## src/rtl/mmio_responder_pkg.sv

```systemverilog
// Register offsets, bit positions and reset values for the MMIO responder.
package mmio_responder_pkg;

    localparam logic [3:0] OFF_CTRL    = 4'h0;
    localparam logic [3:0] OFF_COUNT   = 4'h1;
    localparam logic [3:0] OFF_COMPARE = 4'h2;
    localparam logic [3:0] OFF_STATUS  = 4'h3;
    localparam logic [3:0] OFF_TXDATA  = 4'h4;
    localparam logic [3:0] OFF_GPIO    = 4'h5;

    localparam int ST_MATCH    = 0;
    localparam int ST_OVERFLOW = 3;

    localparam logic [15:0] COMPARE_RST = 16'hFFFF;

    typedef struct packed {
        logic irq_en;
        logic auto_reload;
        logic timer_en;
    } ctrl_t;

    function automatic logic [15:0] pack_status(
        input logic [4:0] level,
        input logic       overflow,
        input logic       empty,
        input logic       full,
        input logic       match
    );
        return {7'b0, level, overflow, empty, full, match};
    endfunction

endpackage

```

## src/rtl/sync_fifo.sv

```systemverilog
// Synchronous FIFO with occupancy count; push into a full FIFO succeeds
// only when a pop frees a slot in the same cycle.
module sync_fifo #(
    parameter  int WIDTH = 16,
    parameter  int DEPTH = 4,
    localparam int AW    = $clog2(DEPTH),
    localparam int LW    = AW + 1
) (
    input  logic             clk,
    input  logic             reset,
    input  logic             push,
    input  logic             pop,
    input  logic [WIDTH-1:0] din,
    output logic [WIDTH-1:0] dout,
    output logic             full,
    output logic             empty,
    output logic [LW-1:0]    level
);

    logic [WIDTH-1:0] mem_q [DEPTH];
    logic [AW-1:0]    wr_ptr_q;
    logic [AW-1:0]    rd_ptr_q;
    logic [LW-1:0]    level_q;
    logic [LW-1:0]    level_d;
    logic             do_push;
    logic             do_pop;

    assign empty   = (level_q == '0);
    assign full    = (level_q == LW'(DEPTH));
    assign level   = level_q;
    assign do_pop  = pop & ~empty;
    assign do_push = push & (~full | do_pop);
    assign dout    = empty ? '0 : mem_q[rd_ptr_q];

    always_comb begin
        level_d = level_q;
        unique case ({do_push, do_pop})
            2'b10:   level_d = level_q + 1'b1;
            2'b01:   level_d = level_q - 1'b1;
            default: level_d = level_q;
        endcase
    end

    always_ff @(posedge clk) begin
        if (reset) begin
            wr_ptr_q <= '0;
            rd_ptr_q <= '0;
            level_q  <= '0;
        end else begin
            if (do_push) wr_ptr_q <= wr_ptr_q + 1'b1;
            if (do_pop)  rd_ptr_q <= rd_ptr_q + 1'b1;
            level_q <= level_d;
        end
    end

    always_ff @(posedge clk) begin
        if (do_push) mem_q[wr_ptr_q] <= din;
    end

endmodule

```

## src/rtl/mmio_responder.sv

```systemverilog
// 16-word MMIO window on the core data port: control, timer with compare
// interrupt, GPIO output and a transmit FIFO.
module mmio_responder
    import mmio_responder_pkg::*;
#(
    parameter logic [11:0] BASE_ADDR  = 12'hFF0,
    parameter int          FIFO_DEPTH = 4
) (
    input  logic        clk,
    input  logic        reset,
    input  logic        mem_read,
    input  logic        mem_write,
    input  logic [15:0] addr,
    input  logic [15:0] wdata,
    output logic        sel,
    output logic [15:0] rdata,
    output logic [15:0] tx_data,
    output logic        tx_valid,
    input  logic        tx_ready,
    output logic [15:0] gpio_out,
    output logic        irq
);

    localparam int LW = $clog2(FIFO_DEPTH) + 1;

    ctrl_t       ctrl_q, ctrl_d;
    logic [15:0] count_q, count_d;
    logic [15:0] compare_q, compare_d;
    logic [15:0] gpio_q, gpio_d;
    logic        match_q, match_d;
    logic        ovf_q, ovf_d;

    logic [3:0]    off;
    logic          wr_en;
    logic          wr_status;
    logic          wr_tx;
    logic          hit;
    logic          ovf_set;
    logic          fifo_full;
    logic          fifo_empty;
    logic [LW-1:0] fifo_level;

    assign sel       = (addr[15:4] == BASE_ADDR);
    assign off       = addr[3:0];
    assign wr_en     = sel & mem_write;
    assign wr_status = wr_en & (off == OFF_STATUS);
    assign wr_tx     = wr_en & (off == OFF_TXDATA);

    // A full FIFO still takes a push when the consumer drains the head.
    assign ovf_set  = wr_tx & fifo_full & ~tx_ready;
    assign hit      = ctrl_q.timer_en & (count_q == compare_q);
    assign tx_valid = ~fifo_empty;
    assign gpio_out = gpio_q;
    assign irq      = match_q & ctrl_q.irq_en;

    sync_fifo #(
        .WIDTH (16),
        .DEPTH (FIFO_DEPTH)
    ) u_tx_fifo (
        .clk   (clk),
        .reset (reset),
        .push  (wr_tx),
        .pop   (tx_ready),
        .din   (wdata),
        .dout  (tx_data),
        .full  (fifo_full),
        .empty (fifo_empty),
        .level (fifo_level)
    );

    always_comb begin
        ctrl_d    = ctrl_q;
        compare_d = compare_q;
        gpio_d    = gpio_q;
        count_d   = count_q;
        if (wr_en && off == OFF_CTRL)    ctrl_d    = ctrl_t'(wdata[2:0]);
        if (wr_en && off == OFF_COMPARE) compare_d = wdata;
        if (wr_en && off == OFF_GPIO)    gpio_d    = wdata;
        if (wr_en && off == OFF_COUNT) begin
            count_d = wdata;
        end else if (ctrl_q.timer_en) begin
            count_d = (hit & ctrl_q.auto_reload) ? 16'h0 : count_q + 16'h1;
        end
        match_d = hit | (match_q & ~(wr_status & wdata[ST_MATCH]));
        ovf_d   = ovf_set | (ovf_q & ~(wr_status & wdata[ST_OVERFLOW]));
    end

    always_ff @(posedge clk) begin
        if (reset) begin
            ctrl_q    <= '0;
            count_q   <= '0;
            compare_q <= COMPARE_RST;
            gpio_q    <= '0;
            match_q   <= 1'b0;
            ovf_q     <= 1'b0;
        end else begin
            ctrl_q    <= ctrl_d;
            count_q   <= count_d;
            compare_q <= compare_d;
            gpio_q    <= gpio_d;
            match_q   <= match_d;
            ovf_q     <= ovf_d;
        end
    end

    always_comb begin
        rdata = '0;
        if (sel && mem_read) begin
            case (off)
                OFF_CTRL:    rdata = {13'b0, ctrl_q};
                OFF_COUNT:   rdata = count_q;
                OFF_COMPARE: rdata = compare_q;
                OFF_STATUS:  rdata = pack_status(5'(fifo_level), ovf_q,
                                                 fifo_empty, fifo_full,
                                                 match_q);
                OFF_GPIO:    rdata = gpio_q;
                default:     rdata = '0;
            endcase
        end
    end

endmodule

```

## config.mk

```make
export PLATFORM = sky130hd
export DESIGN_NAME = mmio_responder
export DESIGN_NICKNAME = d
export VERILOG_FILES = /design/src/rtl/mmio_responder_pkg.sv /design/src/rtl/sync_fifo.sv /design/src/rtl/mmio_responder.sv
export SDC_FILE = /design/constraint.sdc
export NUM_CORES = 1
export LEC_CHECK = 0
export CAP_MARGIN = 20
export CORE_MARGIN = 3
export CORE_UTILIZATION = 48
export CTS_BUF_LIST = sky130_fd_sc_hd__clkbuf_8
export CTS_CLUSTER_SIZE = 24
export DETAILED_ROUTE_END_ITERATION = 7
export PLACE_DENSITY = 0.81
export SYNTH_ARGS = -nofsm -noshare
export SYNTH_HDL_FRONTEND = slang
export SYNTH_SLANG_ARGS = --single-unit
```

## constraint.sdc

```tcl
create_clock -name clk -period 2 [get_ports clk]
set_input_delay 0.4 -clock clk [delete_from_list [all_inputs] [get_ports clk]]
set_output_delay 0.4 -clock clk [all_outputs]
set_load 0.01 [all_outputs]
```

==> GITHUB_STEP_SUMMARY, run 1 <==
## Synthesis and layout report

| Metric | Value |
|---|---|
| Cell area after layout | 8420 µm² |
| Tot GR Track Use | 0.246 |
| YS warnings | 0 |
| Reg-to-Reg End | u_tx_fifo.level[2] |
| Post-synth top flop | edfxtp_1 |
| Row count | 40 |
| Post-synthesis async set-or-reset flop share | 0 |
| Worst path slowest cell | mux4_2 |
| Slew Limit Fails | 0 |
| H-tree levels | 4 |
| Outcome | finished, violations left |
| Cell Type Count | 48 |
| DR vias | 5,228 |
| Chip area | 14,000 µm² |
| Tightest Pin Transition | 487 ps |
| Largest net degree at the start of global routing | 36 |
| Final Critical Period | 2240 ps |
| Die Y | 118 µm |
| Critical path data arrival time | 1840 ps |
| # Cells Yosys | 543 |
| CP endpoint kind | output port |
| Residual DRC | 0 |
| Final Hold Fails | 0 |
| Startpoint Class | flip-flop |
| Nets | 734 |
| R2R setup slack | 50 ps |
| Syn Std Cell Area | 6040 µm² |
| Ys flops | 126 |
| VDD IR-drop max | 0.000375 V |
| Drt first pass iters | 5 |
| Top cell excl fill/tap | edfxtp_1 |
| Core ar. | 12,200 µm² |
| Chip width | 118 µm |
| Worst relative slew slack | 0.675 |
| Critical path class | flip-flop to output port |
| Req. time, crit path | 1600 ps |
| YS chip area | 6040 µm² |
| Vias in the first global route | 5,009 |
| Worst r2r src | u_tx_fifo.level[2] |
| Skew final | 7.38 ps |
| Reg2reg path depth | 10 |
| CP peak stage delay | 480 ps |
| Setup Viol. Count Final | 31 |
| Reg clk slew, reported paths | 80 ps |
| Crit-path cells | buf_16 > buf_6 > mux4_2 > and2_4 > buf_6 |
| Dpl hpwl | 11,600 µm |
| Worst hold-check path type | input pin to flip-flop |
| Post-CTS setup buffers | 11 |
| Pwr Total | 5.31 mW |
| Num CTS Buffers | 17 |
| Tool warnings | 32 |
| Tcrit/Tclk final | 1.12 |
| Hold-fix buffers, CTS | 0 |
| Total I/O pin count | 88 |
| CTS tree | built |
| HP Start | reset |
| Initial antenna violation count | 0 |
| Ratio of cells with drive above 1 in the final layout | 0.325 |
| Longest Clk Path Bufs | 2 |
| Post-Route WL | 18,100 µm |
| Top Layout Cells | 64 x edfxtp_1, 61 x dfxtp_1, 51 x a21oi_1, 51 x buf_4, 39 x nand2_1 |
| Initial DRC Count | 641 |
| Hold Path End | count_q[0] |
| Gr ovfl total | 0 |
| Post-DP Area | 7570 µm² |
| Final worst slack | -236 ps |
| Failing checks | negative setup slack |
| Hold-critical path depth | 3 |
| Crit Path Max Fanout | 8 |
| Diode count | 0 |
-- run 1: sequential cells by signal, indices dropped and copies added, names as in the netlist, named ones only --
| register | cells |
|---|---|
| compare_q | 16 |
| count_q | 16 |
| ctrl_q | 3 |
| gpio_out | 16 |
| match_q | 1 |
| ovf_q | 1 |
| u_tx_fifo.level | 3 |
| u_tx_fifo.mem_q | 64 |
| u_tx_fifo.rd_ptr_q | 2 |
| u_tx_fifo.wr_ptr_q | 2 |
-- run 1: stage by stage --
step | cells | hold slack [ps] | setup TNS (ps) | setup slack [ps]
floorplan | 543 | 444 | -37.3 | -37.3
global placement | 816 | 470 | -61050 | -899
detailed placement | 816 | 467 | -70040 | -951
CTS | 861 | 295 | -3200 | -282
global route | 872 | 314 | -4870 | -316
finish | 872 | 304 | -3170 | -236
-- run 1: worst max-delay path: cells and delay by family, from the launching register on --
family                 cells  cell delay (ps)
AND/OR/NAND/NOR            1              160
flip-flops                 1              400
multiplexers               1              480
buffers and inverters      3              370
-- run 1: logic make-up (layout without fill, tap and decap cells) --
family | after synthesis | count (layout) | synth area share
XOR/XNOR | 33 | 33 | 0.0478
adder cells (fa/ha/maj) | 6 | 6 | 0.0137
buffers and inverters | 48 | 209 | 0.0383
AND-OR/OR-AND | 120 | 120 | 0.132
flip-flops | 126 | 126 | 0.524
AND/OR/NAND/NOR | 188 | 188 | 0.175
multiplexers | 22 | 22 | 0.0698
-- run 1: cell usage after synthesis, drive strengths merged, types with 7 or more instances --
cell / count / share of area
xor2: 15 / 0.022
xnor2: 18 / 0.026
nand3: 21 / 0.017
a211o: 16 / 0.023
nor2b: 21 / 0.022
a21oi: 55 / 0.046
clkbuf: 22 / 0.014
nor2: 27 / 0.017
mux4: 16 / 0.060
edfxtp: 64 / 0.32
dfxtp: 62 / 0.21
nand2: 41 / 0.025
o22ai: 9 / 0.0093
buf: 22 / 0.022
o32ai: 7 / 0.010
and2: 23 / 0.024
nand2b: 22 / 0.023
a222oi: 9 / 0.015
a22oi: 15 / 0.019
-- run 1: power breakdown --
group          total (mW)  leakage, nW  internal (mW)  switching (mW)
Combinational       0.388         1.61          0.204           0.184
Clock                2.21        0.191           1.12            1.09
Sequential           2.71         1.08           2.71         0.00438
Total                5.31         2.88           4.04            1.28
-- run 1: metal layers --
layer / GRT usage / share of wire / vias to the layer above
met5: 0 / 0 / -
met4: 0.112 / 0.039 / 0
met3: 0.0555 / 0.070 / 77
met2: 0.423 / 0.51 / 284
met1: 0.293 / 0.38 / 2545
li1: - / - / 2322
-- run 1: final cells by class --
| class | count | area, µm² |
|---|---|---|
| fill | 803 | 3740 |
| sequential | 126 | 3170 |
| multi-input combinational | 369 | 2860 |
| timing repair buffer | 173 | 1770 |
| clock buffer | 17 | 234 |
| tap | 168 | 210 |
| clock inverter | 15 | 165 |
| inverter | 4 | 15.0 |
-- run 1: worst max path at each step --
stage | startpoint | to | slack (ps)
5_1_grt | flip-flop | tx_data[11] | -320
2_1_floorplan | addr[5] | u_tx_fifo.level[2] | -40
3_3_place_gp | addr[1] | rdata[15] | -900
6_report | flip-flop | tx_data[11] | -240
3_5_place_dp | addr[3] | rdata[15] | -950
4_1_cts | flip-flop | tx_data[11] | -280
Run 1, clock distribution:
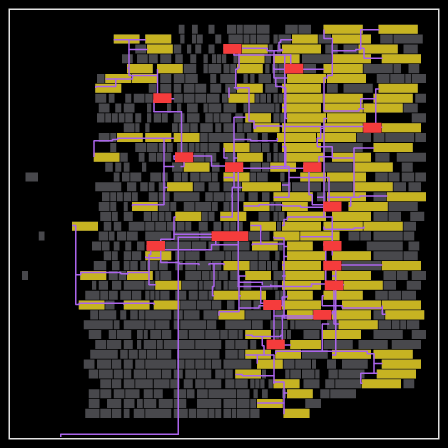
legend:
  flip-flops:
    color: yellow
    count: 126
  cells driving clock nets:
    color: red
    count: 17
  clock wires:
    color: purple
    length: 1,440 µm
routed clock nets: 18
P_clk: 2.21 mW
insertion delay at the late pin of the worst-skew pair: 440 ps

Run 1, routing congestion:
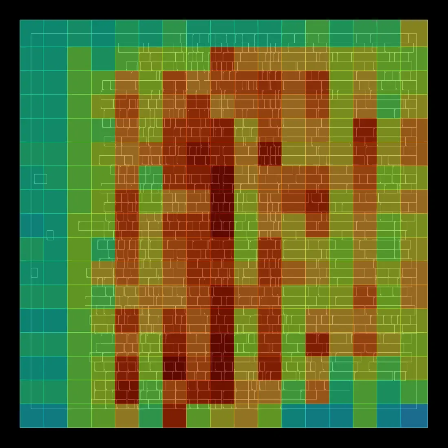
grt met2 use: 0.423
drt wl/cell: 20.8 µm
met3 usage: 0.0555
Util after Layout: 0.692

Run 1, cell area per tile:
The die is cut into 12 by 12 equal tiles; dark blue is low, red is high, 0 to 100% covered.
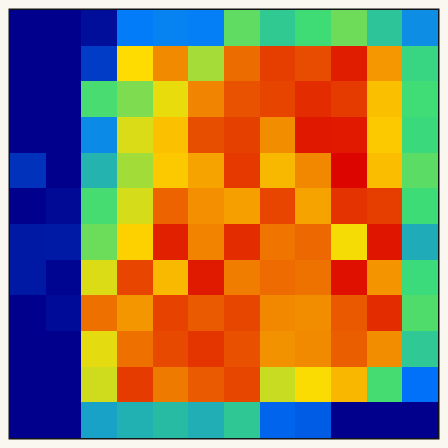
mean over tiles: 59%
fullest tile: 100%
densest ninth of the die: center

Run 1, wiring by layer:
The bar under the picture is 20 µm long.
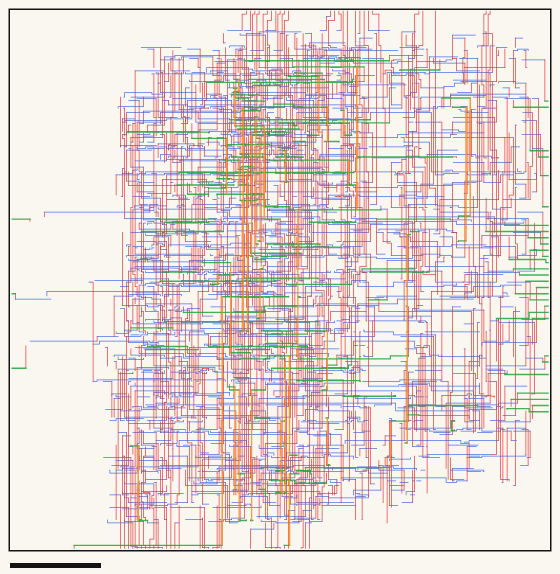
legend:
  met1:
    color: blue
    wire_length: 6,910 µm
  met3:
    color: green
    wire_length: 1,260 µm
  met4:
    color: orange
    wire_length: 712 µm
  met2:
    color: red
    wire_length: 9,250 µm

Run 1, selected gate families:
The bar under the picture is 20 µm long.
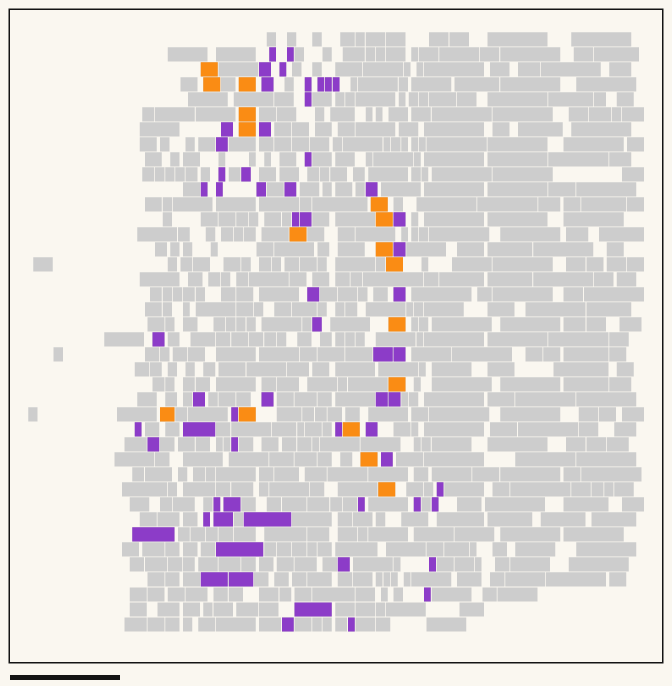

==> run 2, diff against run 1 <==
--- a/config.mk
+++ b/config.mk
@@ -15,3 +15,4 @@
 export SYNTH_ARGS = -nofsm -noshare
 export SYNTH_HDL_FRONTEND = slang
 export SYNTH_SLANG_ARGS = --single-unit
+export TNS_END_PERCENT = 20
Run 2, selected gate families:
The bar under the picture is 20 µm long.
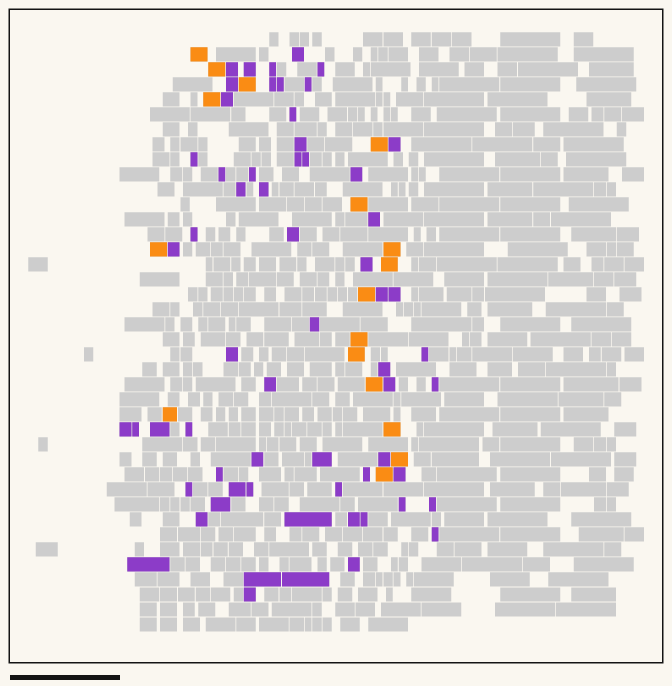
legend:
  NOR gates:
    color: purple
    cells: 62
  AND-OR and OR-AND gates:
    color: orange
    cells: 17

Run 2, cell area per tile:
The die is cut into 12 by 12 equal tiles; dark blue is low, red is high, 0 to 100% covered.
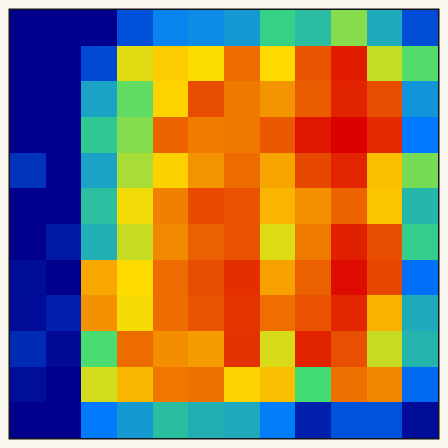
fullest tile: 100%
nearly empty tiles: 12%
densest ninth of the die: center
mean over tiles: 57%

==> GITHUB_STEP_SUMMARY, run 2 <==
## Synthesis and layout report

| Metric | Value |
|---|---|
| Outcome | finished, violations left |
| Failing checks | negative setup slack |
| Critical path class | flip-flop to output port |
| Count of library flops with an enable pin | 64 |
| Critical path data arrival time | 1780 ps |
| YS warnings | 0 |
| Initial antenna violation count | 0 |
| Layout Area Growth over Synthesis | 35.2% |
| Max-Cap Viols | 0 |
| Chip width | 118 µm |
| Buffers on Ports | 87 |
| Fmax | 459 MHz |
| RSZ-0062 raised after global routing | yes |
| Power Dens Cells | 685 nW/µm² |
| Worst hold-check path type | input pin to flip-flop |
| Post-synth top flop | edfxtp_1 |
| Syn Std Cell Area | 6040 µm² |
| Fp_density | 0.497 |
| Pwr Total | 5.59 mW |
| Post-Route WL | 17,500 µm |
| Tot GR Track Use | 0.250 |
| CP endpoint kind | output port |
| Final Critical Period | 2180 ps |
| Ratio of cells with drive above 1 in the final layout | 0.292 |
| Dpl hpwl | 11,800 µm |
| Longest Clk Path Bufs | 2 |
| Die Y | 118 µm |
| Cell Count, Final, Fillers Out | 863 |
| Worst path depth | 4 |
| Vias in the first global route | 5,112 |
| Net Sw Power | 1.31 mW |
| CP peak stage delay | 500 ps |
| YS chip area | 6040 µm² |
| Req. time, crit path | 1600 ps |
| Gr ovfl total | 0 |
| Tightest Pin Transition | 494 ps |
| Num CTS Buffers | 17 |
| H-tree levels | 4 |
| Clk pwr share | 0.453 |
| DR vias | 5,186 |
| Met2 routed WL | 8780 µm |
| Most frequent cell after synthesis | edfxtp_1 |
| Cell Type Count | 48 |
| Antenna-violating nets left | 0 |
| Flop pwr share | 0.485 |
| Tcrit/Tclk final | 1.09 |
| Skew final | 10.3 ps |
| Final worst slack | -179 ps |
| Clock Root Buffer | clkbuf_8 |
| Ys flops | 126 |
| Drt wl/cell | 20.3 µm |
| Sw Ratio | 0.234 |
| Int Pwr | 4.29 mW |
| Worst path buffer plus inverter count | 2 |
| Worst path slowest cell | mux4_2 |
| Crit-path cells | buf_12 > mux4_2 > and2_1 > buf_2 |
| Core ar. | 12,200 µm² |
| Top cell excl fill/tap | edfxtp_1 |
| Routability cong. | 0.930 |
| Row count | 40 |
| # Cells Yosys | 543 |
| Startpoint Class | flip-flop |
| Met3 Routed Length | 1280 µm |
| Top cell type by total area after synthesis | edfxtp_1 |
| Diode count | 0 |
| First-pass GRT wire length | 27,400 µm |
| Largest net degree at the start of global routing | 45 |
| CTS Sinks | 126 |
| Reg with most FFs | u_tx_fifo.mem_q |
| Post-synthesis async set-or-reset flop share | 0 |
| Post-route met1 wirelength | 6680 µm |
| Nets | 725 |
| Top Layout Cells | 64 x edfxtp_1, 61 x dfxtp_1, 53 x buf_4 |
| Top cell area share | 0.318 |
| Syn Area/Cell | 11.1 µm² |
| Total I/O pin count | 88 |
| Vias/cell | 6.01 |
| Hold-critical path depth | 2 |
| Highest routed layer | met4 |
| VDD IR-drop max | 0.000460 V |
| Reg clk slew, reported paths | 80 ps |
| Chip area | 14,000 µm² |
| Insertion delay at the late pin of the worst-skew pair | 450 ps |
| Setup Viol. Count Final | 32 |
| Reg2reg path depth | 11 |
| Top cells by area | edfxtp_1 32%, dfxtp_1 21%, mux4_2 6.0% |
| Worst relative slew slack | 0.671 |
| Post-Syn Nets | 586 |
| Mapped Cells | 543 |
| Seq share, synth | 0.524 |
| Filler Cell Count | 835 |
| Residual DRC | 0 |
| Final Hold Fails | 0 |
| Drt first pass iters | 7 |
| Cell leakage power | 2.81 nW |
| Hold-fix buffers, CTS | 0 |
| Initial DRC Count | 702 |
| Crit Path Max Fanout | 8 |
| Tool warnings | 32 |
| Combinational power share | 0.062 |
| Slew Limit Fails | 0 |
| Crit path max-delay family | multiplexers |
| DP Cell Count | 820 |
| Top cells by count | 64 x edfxtp_1, 62 x dfxtp_1, 55 x a21oi_1 |
| CTS tree | built |
| Largest register FFs | 64 |
-- run 2: cell counts after synthesis --
Identical to the previous run, type by type.
-- run 2: worst register-to-register path, cell delays in order (launching register included) --
cell and delay, ps:
dfxtp_1 330, nor3_2 180, buf_4 140, inv_1 50, nand2_2 100, a21oi_1 70
fa_2 360, nand2b_4 150, nor2_1 80, o21ai_0 100, a21o_1 190, a31oi_1 160
-- run 2: stage by stage --
stage | setup slack [ps] | cell area (µm²) | util | setup TNS, ps | hold WS, ps
6_report | -179 | 8170 | 0.672 | -3160 | 253
5_1_grt | -229 | 8170 | 0.672 | -4760 | 278
3_5_place_dp | -887 | 7570 | 0.623 | -78190 | 469
3_3_place_gp | -871 | 7570 | 0.623 | -67460 | 465
2_1_floorplan | -60.5 | 6050 | - | -2940 | 444
4_1_cts | -211 | 8080 | 0.664 | -3270 | 237
-- run 2: path summary, 6_finish.rpt --
kind,start,end,slack [ps]
max,flip-flop,tx_data[9],-180
min,reset,ovf_q,250
max reg2reg,u_tx_fifo.level[1],u_tx_fifo.level[2],40
min reg2reg,gpio_out[0],gpio_out[0],480
-- run 2: area by class of cell --
type | count | area (µm²) | area share
Clock buffer | 17 | 234 | 0.0286
Clock inverter | 15 | 220 | 0.0270
Inverter | 4 | 15.0 | 0.00184
Multi-Input combinational cell | 369 | 2760 | 0.338
Sequential cell | 126 | 3170 | 0.388
Tap cell | 168 | 210 | 0.0257
Timing Repair Buffer | 164 | 1560 | 0.191
-- run 2: kinds of logic (layout without fill, tap and decap cells) --
family	after synthesis	count (layout)	synth area share
AOI/OAI and AO/OA	120	120	0.132
xor gates and xnor gates	33	33	0.0478
adders and majority gates	6	6	0.0137
buffers and inverters	48	200	0.0383
DFF	126	126	0.524
muxes	22	22	0.0698
and+or+nand+nor	188	188	0.175
-- run 2: power groups by stage --
stage / combinational, mW / clock, mW / sequential, mW
6_report: 0.345 / 2.53 / 2.71
5_1_grt: 0.363 / 2.68 / 2.71
4_1_cts: 0.324 / 2.56 / 2.71
3_5_place_dp: 0.313 / 0 / 2.77
3_3_place_gp: 0.304 / 0 / 2.77
2_1_floorplan: 0.103 / 0 / 2.77
-- run 2: repair_timing --
action,in CTS,in global routing
setup endpoints to repair,115,34
gates resized,209,22
setup buffers,8,0
pin swaps,35,15
cloned,3,0
-- run 2: metal layers --
metal  track usage  vias to the layer above
li1              -                     2292
met3        0.0574                       70
met2         0.427                      291
met4         0.104                        0
met1         0.304                     2533
met5             0                        -
Power figures rest on the tool's default switching activity, not on a simulated workload.
